<file path="src/rtl/vram_arbiter_pkg.sv">
// vram_arbiter_pkg: frame-buffer types and defaults shared by the
// VRAM arbiter, its read pipe and the colour output stage.
package vram_arbiter_pkg;

  localparam int unsigned VRAM_ADDR_W = 16;
  localparam int unsigned VRAM_DATA_W = 15;

  localparam logic [1:0] ST_IDLE  = 2'd0;
  localparam logic [1:0] ST_READ  = 2'd1;
  localparam logic [1:0] ST_WRITE = 2'd2;

  typedef enum logic [1:0] {
    ARB_IDLE  = ST_IDLE,
    ARB_READ  = ST_READ,
    ARB_WRITE = ST_WRITE
  } arb_state_e;

  typedef struct packed {
    logic [4:0] r;
    logic [4:0] g;
    logic [4:0] b;
  } pixel_t;

  function automatic pixel_t pix_unpack(
    input logic [VRAM_DATA_W-1:0] w
  );
    return pixel_t'(w);
  endfunction

endpackage

</file>
<file path="src/rtl/vram_rd_pipe.sv">
// vram_rd_pipe: lines read-valid up with the RAM output latency
// and holds the last returned pixel between reads.
module vram_rd_pipe
  import vram_arbiter_pkg::*;
#(
  parameter int unsigned DATA_W  = VRAM_DATA_W,
  parameter int unsigned MEM_LAT = 1
) (
  input  logic              clk_i,
  input  logic              rst_ni,
  input  logic              issue_i,
  input  logic [DATA_W-1:0] mem_rdata_i,
  output logic              valid_o,
  output logic [DATA_W-1:0] data_o
);

  logic [MEM_LAT-1:0] vld_q, vld_d;
  logic [DATA_W-1:0]  data_q, data_d;

  always_comb begin
    vld_d    = vld_q << 1;
    vld_d[0] = issue_i;
  end

  assign valid_o = vld_q[MEM_LAT-1];

  // RAM data is passed straight through on the valid cycle
  assign data_d = valid_o ? mem_rdata_i : data_q;
  assign data_o = data_d;

  always_ff @(posedge clk_i or negedge rst_ni) begin
    if (!rst_ni) begin
      vld_q  <= '0;
      data_q <= '0;
    end else begin
      vld_q  <= vld_d;
      data_q <= data_d;
    end
  end

endmodule

</file>
<file path="src/rtl/vram_arbiter.sv">
// vram_arbiter: shares the single-port pixel RAM between scan-out
// reads (absolute priority) and UART pixel writes.
module vram_arbiter
  import vram_arbiter_pkg::*;
#(
  parameter int unsigned ADDR_W     = VRAM_ADDR_W,
  parameter int unsigned DATA_W     = VRAM_DATA_W,
  parameter int unsigned MEM_LAT    = 1,
  parameter int unsigned STARVE_LIM = 1024
) (
  input  logic              clk,
  input  logic              rst_n,
  input  logic              rd_req,
  input  logic [ADDR_W-1:0] rd_addr,
  output logic              rd_valid,
  output logic [DATA_W-1:0] rd_data,
  input  logic              wr_req,
  input  logic [ADDR_W-1:0] wr_addr,
  input  logic [DATA_W-1:0] wr_data,
  output logic              wr_ack,
  input  logic              blank,
  input  logic              wr_blank_only,
  output logic              mem_en,
  output logic              mem_we,
  output logic [ADDR_W-1:0] mem_addr,
  output logic [DATA_W-1:0] mem_wdata,
  input  logic [DATA_W-1:0] mem_rdata,
  output logic              wr_starved,
  input  logic              starve_clr
);

  localparam int unsigned CNT_W = $clog2(STARVE_LIM + 1);
  localparam logic [CNT_W-1:0] LIM = CNT_W'(STARVE_LIM);

  logic [1:0]        state_q, state_d;
  logic              mem_en_q, mem_en_d;
  logic              mem_we_q, mem_we_d;
  logic [ADDR_W-1:0] mem_addr_q, mem_addr_d;
  logic [DATA_W-1:0] mem_wdata_q, mem_wdata_d;
  logic              wr_ack_q, wr_ack_d;
  logic [CNT_W-1:0]  cnt_q, cnt_d, cnt_raw;
  logic              starved_q, starved_d;
  logic              wr_ok, reach;

  // wr_ack_q doubles as ack_pending: the writer still
  // shows the old request on the edge after its ack
  assign wr_ok = !rd_req && wr_req && !wr_ack_q
              && (!wr_blank_only || blank);

  always_comb begin
    state_d = ST_IDLE;
    unique case (1'b1)
      rd_req:  state_d = ST_READ;
      wr_ok:   state_d = ST_WRITE;
      default: state_d = ST_IDLE;
    endcase
  end

  always_comb begin
    mem_en_d    = (state_d != ST_IDLE);
    mem_we_d    = (state_d == ST_WRITE);
    wr_ack_d    = (state_d == ST_WRITE);
    mem_addr_d  = mem_addr_q;
    mem_wdata_d = mem_wdata_q;
    if (state_d == ST_READ) begin
      mem_addr_d = rd_addr;
    end else if (state_d == ST_WRITE) begin
      mem_addr_d  = wr_addr;
      mem_wdata_d = wr_data;
    end
  end

  // set only on the edge the count first reaches the limit,
  // so a clear while saturated sticks
  always_comb begin
    cnt_raw = cnt_q;
    if (!wr_req || wr_ack_q) begin
      cnt_raw = '0;
    end else if (!wr_ok && cnt_q != LIM) begin
      cnt_raw = cnt_q + CNT_W'(1);
    end
    reach = (cnt_raw == LIM) && (cnt_q != LIM);
    cnt_d = starve_clr ? '0 : cnt_raw;
    starved_d = starved_q;
    if (reach) begin
      starved_d = 1'b1;
    end else if (starve_clr) begin
      starved_d = 1'b0;
    end
  end

  always_ff @(posedge clk or negedge rst_n) begin
    if (!rst_n) begin
      state_q     <= ST_IDLE;
      mem_en_q    <= 1'b0;
      mem_we_q    <= 1'b0;
      mem_addr_q  <= '0;
      mem_wdata_q <= '0;
      wr_ack_q    <= 1'b0;
      cnt_q       <= '0;
      starved_q   <= 1'b0;
    end else begin
      state_q     <= state_d;
      mem_en_q    <= mem_en_d;
      mem_we_q    <= mem_we_d;
      mem_addr_q  <= mem_addr_d;
      mem_wdata_q <= mem_wdata_d;
      wr_ack_q    <= wr_ack_d;
      cnt_q       <= cnt_d;
      starved_q   <= starved_d;
    end
  end

  assign mem_en     = mem_en_q;
  assign mem_we     = mem_we_q;
  assign mem_addr   = mem_addr_q;
  assign mem_wdata  = mem_wdata_q;
  assign wr_ack     = wr_ack_q;
  assign wr_starved = starved_q;

  vram_rd_pipe #(
    .DATA_W  (DATA_W),
    .MEM_LAT (MEM_LAT)
  ) u_rd_pipe (
    .clk_i       (clk),
    .rst_ni      (rst_n),
    .issue_i     (state_q == ST_READ),
    .mem_rdata_i (mem_rdata),
    .valid_o     (rd_valid),
    .data_o      (rd_data)
  );

endmodule

</file>
<file path="config.mk">
export PLATFORM = sky130hd
export DESIGN_NAME = vram_arbiter
export DESIGN_NICKNAME = d
export VERILOG_FILES = /design/src/rtl/vram_arbiter_pkg.sv /design/src/rtl/vram_rd_pipe.sv /design/src/rtl/vram_arbiter.sv
export SDC_FILE = /design/constraint.sdc
export NUM_CORES = 1
export LEC_CHECK = 0
export CAP_MARGIN = 5
export CORE_ASPECT_RATIO = 0.9
export CORE_MARGIN = 2
export CORE_UTILIZATION = 25
export DETAILED_ROUTE_END_ITERATION = 16
export GPL_TIMING_DRIVEN = 0
export RECOVER_POWER = 50
export SYNTH_ARGS = -nofsm -noshare
export SYNTH_HDL_FRONTEND = slang
export SYNTH_SLANG_ARGS = --single-unit
</file>
<file path="constraint.sdc">
create_clock -name clk -period 2.5 [get_ports clk]
set_clock_uncertainty 0.1 [all_clocks]
set_input_delay 0.25 -clock clk [delete_from_list [all_inputs] [get_ports clk]]
set_output_delay 0.25 -clock clk [all_outputs]
set_load 0.005 [all_outputs]
</file>
==> COMMIT_EDITMSG, run 1 <==
Record implementation results from latest flow run

- The run finished, with violations left.
- Violations in the final reports: capacitance limit, slew limit
* Critical Path Start Type: flip-flop
- The layout report lists the clock-cell share of area as under 10%.
- The final timing report counts setup violations totalling 0.
- Logic cell area: roughly 1200 sq um
* P_comb: 0.000682 W
* Largest fanout on the critical path: 12
- For this run, the number of Yosys warnings is 0.
- Per the power-grid run, VDD falls by no more than 0.4215 mV.
- For this run the detailed placement stage logged an HPWL of 5.021 mm.
- The initial antenna violation count came to 0.
- Max Cap Viol: 1
- The chip occupies 12240 sq um.
* AND-OR/OR-AND Cells, Area Fraction: 7.001%
- The number of antenna diodes in the final layout is 0.
* Total leakage power: 1.892 nW
- Total global routing overflow: 0
* DP Cell Count: 509
* Post-cts repair resize count: 7
- Simple-Gate Area Share: 11.05%
- Crit Reg-Reg Endpoint: mem_wdata[11]$_DFFE_PN0P_
- Counting along the longest clock path gives a buffer depth of 2.
- Post-CTS setup-driven buffer insertion count: 0
* Count of hold buffers inserted by post-cts repair: 1
* Period Utilization, post-route: between 90% and 100%
- Max reg flops: 16
- The synthesized design spends more area on one cell type than any other, namely sky130_fd_sc_hd__dfrtp_1.
- Number of search-and-repair iterations in the first detailed-routing pass: 4
* MUX share of area: ~18%
- The fraction of cell area in multi-input combinational cells is reported as 26.28%.
- Total stage count of the critical path: 8
* Synth Register Bits: 63
* Register area: 1577 sq um
- Number of H-tree levels: 3
* Tool warnings: 30
- Minimum clock period after layout: 2.338 ns
- Count of clock tree sinks: 63
* Number of global-route vias before repair: roughly 2300
* HP Start: state_q[1]$_DFF_PN0_
- 120 I/O pins were placed.
* Area fraction in full adders, half adders and majority gates: 2.642%
- Final weighted congestion of routability-driven global placement: between 0.7 and 0.8
- # fillers: 1074
* Netlist cell types: 38
- Looking at the worst setup and hold paths, the clock pins of their registers show a slew of 0.05 ns.
- DRT met1 WL: between 3 and 4 mm
- The transition time recorded at the tightest slew-check pin is 1.568 ns.
- Share of the synthesized area in the top cell type: 55.48%
- After synthesis, the share of flip-flops with an asynchronous set or reset is 100.0%.
* Peak per-stage delay on the critical path: 0.40 ns
- After synthesis, the largest family of logic cells by area is multiplexers.
- After layout the signal buffers, clock cells excluded, come to 27.55% of cell area.
- Looking at the power breakdown, sequential logic takes approximately two fifths of the total.
- Per the timing report, the most critical flop-to-flop path originates at wr_ack$_DFF_PN0_.
- Per STA, the endpoint of the critical path is mem_wdata[11]$_DFFE_PN0P_.
* Top Layout Cells: sky130_fd_sc_hd__clkdlybuf4s50_1, sky130_fd_sc_hd__dfrtp_1, sky130_fd_sc_hd__nor2_1
- The main area contributors are sky130_fd_sc_hd__dfrtp_1, sky130_fd_sc_hd__mux2_2, sky130_fd_sc_hd__mux2i_1.
* Peak Freq: 427.8 MHz
- The final timing report lists a max-slew violation count of 64.
- The script logs the ratio of routed vias to standard cells as approximately 4.2.
- Commonest flop: sky130_fd_sc_hd__dfrtp_1
- Root Driver: sky130_fd_sc_hd__clkbuf_16
- TritonCTS clock tree: built
- Post-detailed-route DRC marker count: 0
* Max-slew headroom: -4.519%
- Fraction of layout cells with a size suffix above 1: ~13%
- Per the layout report, the design carries 13 clock buffers.
- The average instance in the mapped netlist occupies 11.94 sq um.
- Tally of nets with antenna violations remaining after routing: 0
- Mapped Cells: roughly 240
- Counting the buffers created by CTS gives 9.
- The most critical setup path has its startpoint at wr_ack$_DFF_PN0_.
- Ratio of total power to cell area: between 700 and 800 nW/um^2
- Setup repair after global routing missed its margin: no
- Pin count of the biggest net entering global routing: 64
- Uppermost routed layer: met4
- Final hold vios: 0
- The first global-routing pass estimated about 11 mm of wire.
- Post-synth area from yosys stat: 2841 sq um
- Depth of the worst register-to-register path: 8
* Cell class with the largest area share: flip-flops and latches
* Combinational Power Share: 21.4%
- Sw Ratio: 22.62%
- The internal power of the cells totals 0.002472 W.
- Layout area overhead: 60.02%
- The data arrival time reported for the critical path is 2.44 ns.
* Count of plain and timing-repair buffers in the layout: roughly 130
- XOR-XNOR Cells, Area Fraction: 3.391%
- Number of non-clock inverters: 6
- The biggest slice of the total power is consumed by the clock network.
- The OpenROAD report gives the critical path a required time of ~2.6 ns.
- Post-route non-filler standard cell count: around 520
- Number of core rows: 36
- For this run, the post-layout net count is 441.
* Initial Util: roughly 26%
- Port Buffer Count: 119
- Starting DRT DRC Count: 62
- The mapped netlist covers 2841 sq um.
- Slack of the worst reg-to-reg path: between 0.15 and 0.2 ns
- The number of nets handed over by synthesis was 313.
* Kind of end point of the critical path: flip-flop
- The tightest min-delay check is of the flip-flop to flip-flop type.
- Standard cell core area: 10950 sq um
* Die span in x: 116.4 um
- In the layout the tool counted multi-input logic cells amounting to 157.
* Critical-path top delay cell: sky130_fd_sc_hd__dfrtp_1
* Seq group: 0.00123 W
* Sequential-to-total area share from yosys stat: 55.48%
* Combined buffer and inverter count along the critical path: 4
* Gate family responsible for the most delay along the worst path: buffers and inverters
- Wire segments on met3 add up to 504 um in the final route.
==> run 1: metrics by stage <==
step	area, sq um	TNS (ns)	utilization [%]	worst slack, ns	hold slack (ns)
2_1_floorplan	2841	0	-	0.04550	-0.1456
4_1_cts	4549	0	41.56	0.009850	0.2995
3_3_place_gp	4223	-82.68	38.58	-1.087	0.2825
5_1_grt	4547	0	41.54	0.02159	0.3019
3_5_place_dp	4220	-15.34	38.56	-0.7665	0.2923
6_report	4547	0	41.54	0.1624	0.2939
==> run 1: metal layers <==
| metal | global-route usage [%] | up-vias |
|---|---|---|
| li1 | - | 1082 |
| met1 | 15.53 | 1056 |
| met2 | 17.98 | 71 |
| met3 | 4.872 | 8 |
| met4 | 3.061 | 0 |
| met5 | 0 | - |
Figure 1. Routed clock nets over the placement (run 1).
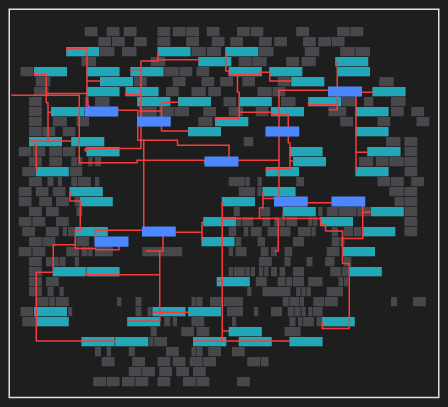
legend:
  cyan:
    item: flip-flops
    count: 63
  red:
    item: clock wires
    length: 922 um
  blue:
    item: cells driving clock nets
    count: 9
routed clock nets: 10
clock group share of total power: 40.0%
Clock Latency Late Sink: 0.32 ns
Clk. pwr: 0.00128 W

Figure 2. Routed metal per tile (run 1).
23 x 21 tiles, from dark blue (low) to red (high), scaled to the fullest tile. Values are wire area over tile area, all layers added.
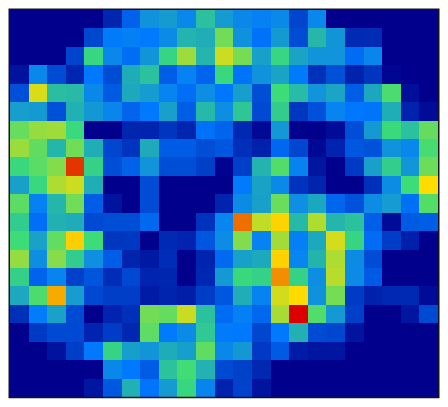
densest ninth of the die: left middle
emptiest ninth of the die: bottom right
tiles over half the peak: 12%
nearly empty tiles: 21%
mean over tiles: 0.089
post-detailed-route wirelength per cell: 12.93 um
overall routing resource usage: 11.83%
routed wire length: 6.760 mm
count of vias placed by the detailed router: 2217

Figure 3. Placement view (run 1).
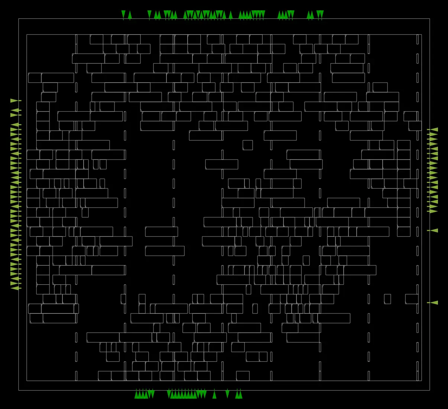
flip-flops: 63
Taps Inserted: 152

## Run 2: what changed since run 1
--- a/config.mk
+++ b/config.mk
@@ -10,6 +10,7 @@
 export CORE_MARGIN = 2
 export CORE_UTILIZATION = 25
 export DETAILED_ROUTE_END_ITERATION = 16
+export DONT_BUFFER_PORTS = 1
 export GPL_TIMING_DRIVEN = 0
 export RECOVER_POWER = 50
 export SYNTH_ARGS = -nofsm -noshare
Figure 4. Placement view (run 2).
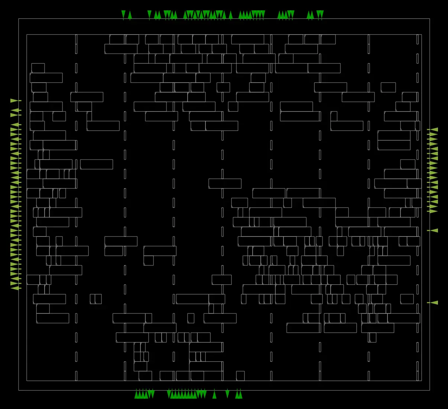
post-route non-filler standard cell count: 425
final cell utilization of the core: 32.33%
# fillers: 1111
standard cell core area: 10950 sq um

==> run 2 against run 1 <==
  * The flow still finishes with violations (capacitance limit, slew limit)
  * Register-to-register slack hardly changed
  * Synthesized cell count did not move
  * Die size did not move
  * Final area fell by 22%
  * Core utilization shrank 9.2 points
  * Sequential power grew 3%
  * Combinational power is 54% lower
  * Sequential share of layout area increased by 9.9 points
  * Synthesized area stayed put
  * Largest cell class unchanged
  * Largest power group is now registers
==> COMMIT_EDITMSG, run 2 <==
Record implementation results from latest flow run

- The clock buffer count in the final layout is 13 (unchanged).
* Data arrival time of the worst path: 2.44 ns (about the same)
- The number of cells on the critical path is 8 (unchanged).
- Number of H-tree levels: 3 (unchanged)
- Sequential-to-total area share from yosys stat: 55.48% (unchanged)
* Final Hold Slack: 0.01640 ns (-0.2775 ns)
* Final-report setup violation count: 0 (unchanged)
- Largest fanout on the critical path: 12 (unchanged)
- The length of the first detailed-routing pass in iterations is 4 (unchanged).
* Number of diodes: 0 (unchanged)
- The power per cell area is 791.8 nW/um^2 (+13%).
* Worst path required time: 2.60 ns (about the same)
* Signal buffers share of area: 7.249% (-20 points)
* Layout clock area frac: 8.274% (+1.4 points)
* CP Launch Point: wr_ack$_DFF_PN0_
- The starting DRC count in detailed routing was 82 (+32%).
- Register area: 1577 sq um (unchanged)
* Max-slew headroom: -3.916% (+0.60 points)
- Worst hold path cell count: 1
- Count of vias placed by the detailed router: 1887 (-15%)
- DP Cell Count: 390 (-23%)
- Count of hold buffers inserted by post-cts repair: 18 (+17)
* Post-place instance area: 3032 sq um (-28%)
* Post-CTS setup-driven buffer insertion count: 0 (unchanged)
- The final weighted congestion in routability-driven placement is 0.7909 (+7.1%).
- The ratio of cells with drive above 1 in the final layout is 21.98% (+8.5 points).
* Worst-path clk slew: 0.05 ns (about the same)
* End of the critical path: mem_wdata[9]$_DFFE_PN0P_
- Max Cap Viol: 1 (unchanged)
- GR Util met2: 18.52% (+0.54 points)
- The highest achievable clock rate is 427.4 MHz (about the same).
- The post-route standard cell area excluding fillers is 3538 sq um (-22%).
- Root Driver: sky130_fd_sc_hd__clkbuf_16
- The number of distinct library cell variants in the gate-level netlist after synthesis came to 38 (unchanged).
- Cell taking the most area after synthesis: sky130_fd_sc_hd__dfrtp_1
- The sequential logic power came to 0.00127 W (+3%).
* Clock Latency Late Sink: 0.32 ns (about the same)
- Count of synthesis-stage warnings from yosys: 0 (unchanged)
* Combined buffer and inverter count along the critical path: 4 (unchanged)
- The worst reg2reg path depth came to 8 (unchanged).
- Number of global-route vias before repair: 2072 (-9.6%)
* Share of the synthesized area in the top cell type: 55.48% (unchanged)
* Net count after synthesis: 313 (unchanged)
* Count of plain and timing-repair buffers in the layout: 31 (-76%)
- Synth Register Bits: 63 (unchanged)
- The worst slack at placement was -0.3884 ns (+0.3781 ns).
* Top power group: registers
- Power consumption: 0.002802 W
- Status: finished with violations
- Die area: 12240 sq um (unchanged)
* Port Buffer Count: 0 (-100%)
- Antenna violations before repair: 0 (unchanged)
* Period Utilization, post-route: 93.59% (about the same)
- Mapped Cells: 238 (unchanged)
- The highest ir drop seen on vdd was 0.3327 mV (-21%).
* Minimum clock period after layout: 2.340 ns (+0.002047 ns)
- The number of flip-flops under the largest register name was 16 (unchanged).
- Tally of nets with antenna violations remaining after routing: 0 (unchanged)
* Top Layout Cells: sky130_fd_sc_hd__dfrtp_1, sky130_fd_sc_hd__mux2_2, sky130_fd_sc_hd__nor2_1
* Sw Ratio: 24.12% (+1.5 points)
- Most used cell along the critical path: sky130_fd_sc_hd__buf_4
- Number of non-clock inverters: 6 (unchanged)
* Startpoint of the worst-slack reg-to-reg timing path: wr_ack$_DFF_PN0_
* P_comb: 0.000314 W (-54%)
- The number of flip-flops and latches is 63 (unchanged).
- The number of buffers on the longest clock path was 2 (unchanged).
* Initial Util: 25.96% (unchanged)
- The netlist area before placement came to 2841 sq um (unchanged).
* Mean cell area of the mapped netlist: 11.94 sq um (unchanged)
- Cell class with the largest area share: flip-flops and latches
* Combinational Power Share: 11.2% (-10 points)
- The multi-input combinational area share came to 33.91% (+7.6 points).
* Routed wire length: 6.238 mm (-7.7%)
- Post-synth the commonest register cell is sky130_fd_sc_hd__dfrtp_1.
- The kind of cell with the highest combined delay along the critical path is buffers and inverters.
* Most Used Layer, Global Route: met2
- The remaining routing DRC violations came to 0 (unchanged).
- The TritonCTS buffer count was 9 (unchanged).
- HP Start: mem_rdata[10]
- The clock net sink count came to 63 (unchanged).
- Wire length of the first global-routing pass: 10.25 mm (-10%)
- Crit Reg-Reg Endpoint: mem_wdata[9]$_DFFE_PN0P_
* Worst-margin pin slew: 1.559 ns (-0.009036 ns)
- Final sum of negative setup slack: 0 ns (unchanged)
- The count of final hold-check violations was 0 (unchanged).
- The tool warning count is 30 (unchanged).
* Total leakage power: 1.492 nW (-21%)
- TritonCTS built the clock tree.
* Met3 GRT Util: 4.408% (-0.46 points)
- Per the STA report, the cell with the highest stage delay on the worst path is sky130_fd_sc_hd__dfrtp_1.
- I/O pins: 120 (unchanged)
* Number of core rows: 36 (unchanged)
* WHS Endpoint: u_rd_pipe.data_q[10]$_DFF_PN0_
- The half-perimeter wire length after placement is 4.482 mm (-11%).
* Setup repair after global routing missed its margin: no
- Pin count of the biggest net entering global routing: 64 (unchanged)
* Fraction of synthesis flops using an asynchronous set or reset pin: 100.0% (unchanged)
* Post-synth area from yosys stat: 2841 sq um (unchanged)
- The met1 capacity usage during global routing is 12.38% (-3.1 points).
- Violations in the final reports: capacitance limit, slew limit
* Total global routing overflow: 0 (unchanged)
- The wire length per cell after detailed routing came to 14.68 um (+14%).
* Max Slew Vio Count: 64 (unchanged)
- The area of combinational cells with multiple inputs was 1200 sq um (+0.42%).
* Post-cts repair resize count: 6 (-1)
* Die span in x: 116.4 um (unchanged)
* Design internal power: 0.002126 W (-14%)
* Taps Inserted: 152 (unchanged)
- Peak per-stage delay on the critical path: 0.42 ns (+0.02 ns)
* Clock group share of total power: 43.4% (+3.4 points)
- Critical Path Start Type: flip-flop
- Clk. pwr: 0.00122 W (-5%)
* Number of nets at the end of the flow: 343 (-22%)
- Overall routing resource usage: 10.93% (-0.90 points)
* Routed via count divided by cell count: 4.440 (+4.7%)
* Setup slack of the critical path after layout: 0.1604 ns (-0.002047 ns)
* Synth area leaders: sky130_fd_sc_hd__dfrtp_1, sky130_fd_sc_hd__mux2_2, sky130_fd_sc_hd__mux2i_1
- The sequential group share of total power was 45.4% (+6.8 points).
* Slack of the worst reg-to-reg path: 0.16 ns (about the same)
- Kind of end point of the critical path: flip-flop
- Multi-input gate count: 157 (unchanged)
- Layout area overhead: 24.53%
- Number of cells in the yosys synthesis report: 238
- The type recorded for the worst min-delay path is input pin to flip-flop.
Figure 5. Cell sizes after repair (run 2).
The bar under the picture is 20 um long.
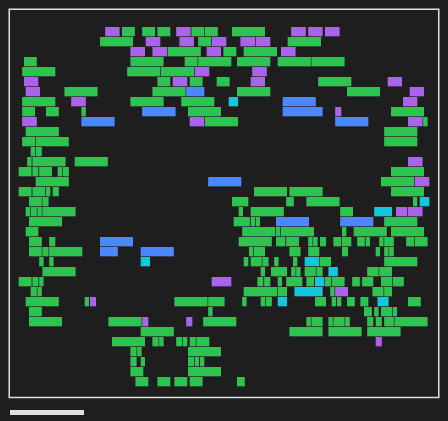
legend:
  cyan:
    size: drive 3 to 4
    cells: 10
    share: 3.7%
  purple:
    size: drive 2
    cells: 38
    share: 14%
  blue:
    size: drive 6 and up
    cells: 12
    share: 4.4%
  green:
    size: drive 1 or less
    cells: 213
    share: 78%

## run 2: cell counts after synthesis
No cell type changed its count.
## run 2: per-layer routing
layer | wire length [um] | vias to the layer above
met5 | 0 | -
met4 | 82 | 0
met3 | 437 | 10
met2 | 3188 | 76
met1 | 2529 | 917
li1 | - | 884
## run 2: kinds of logic after synthesis
| family | after synthesis | share of synthesized area (%) |
|---|---|---|
| flip-flops | 63 | 55.48 |
| AND/OR/NAND/NOR | 61 | 11.05 |
| multiplexers | 47 | 17.88 |
| AND-OR/OR-AND | 32 | 7.001 |
| buffers and inverters | 18 | 2.554 |
| XOR/XNOR | 11 | 3.391 |
| adder cells (fa/ha/maj) | 6 | 2.642 |
Power and IR drop assume default switching activity.
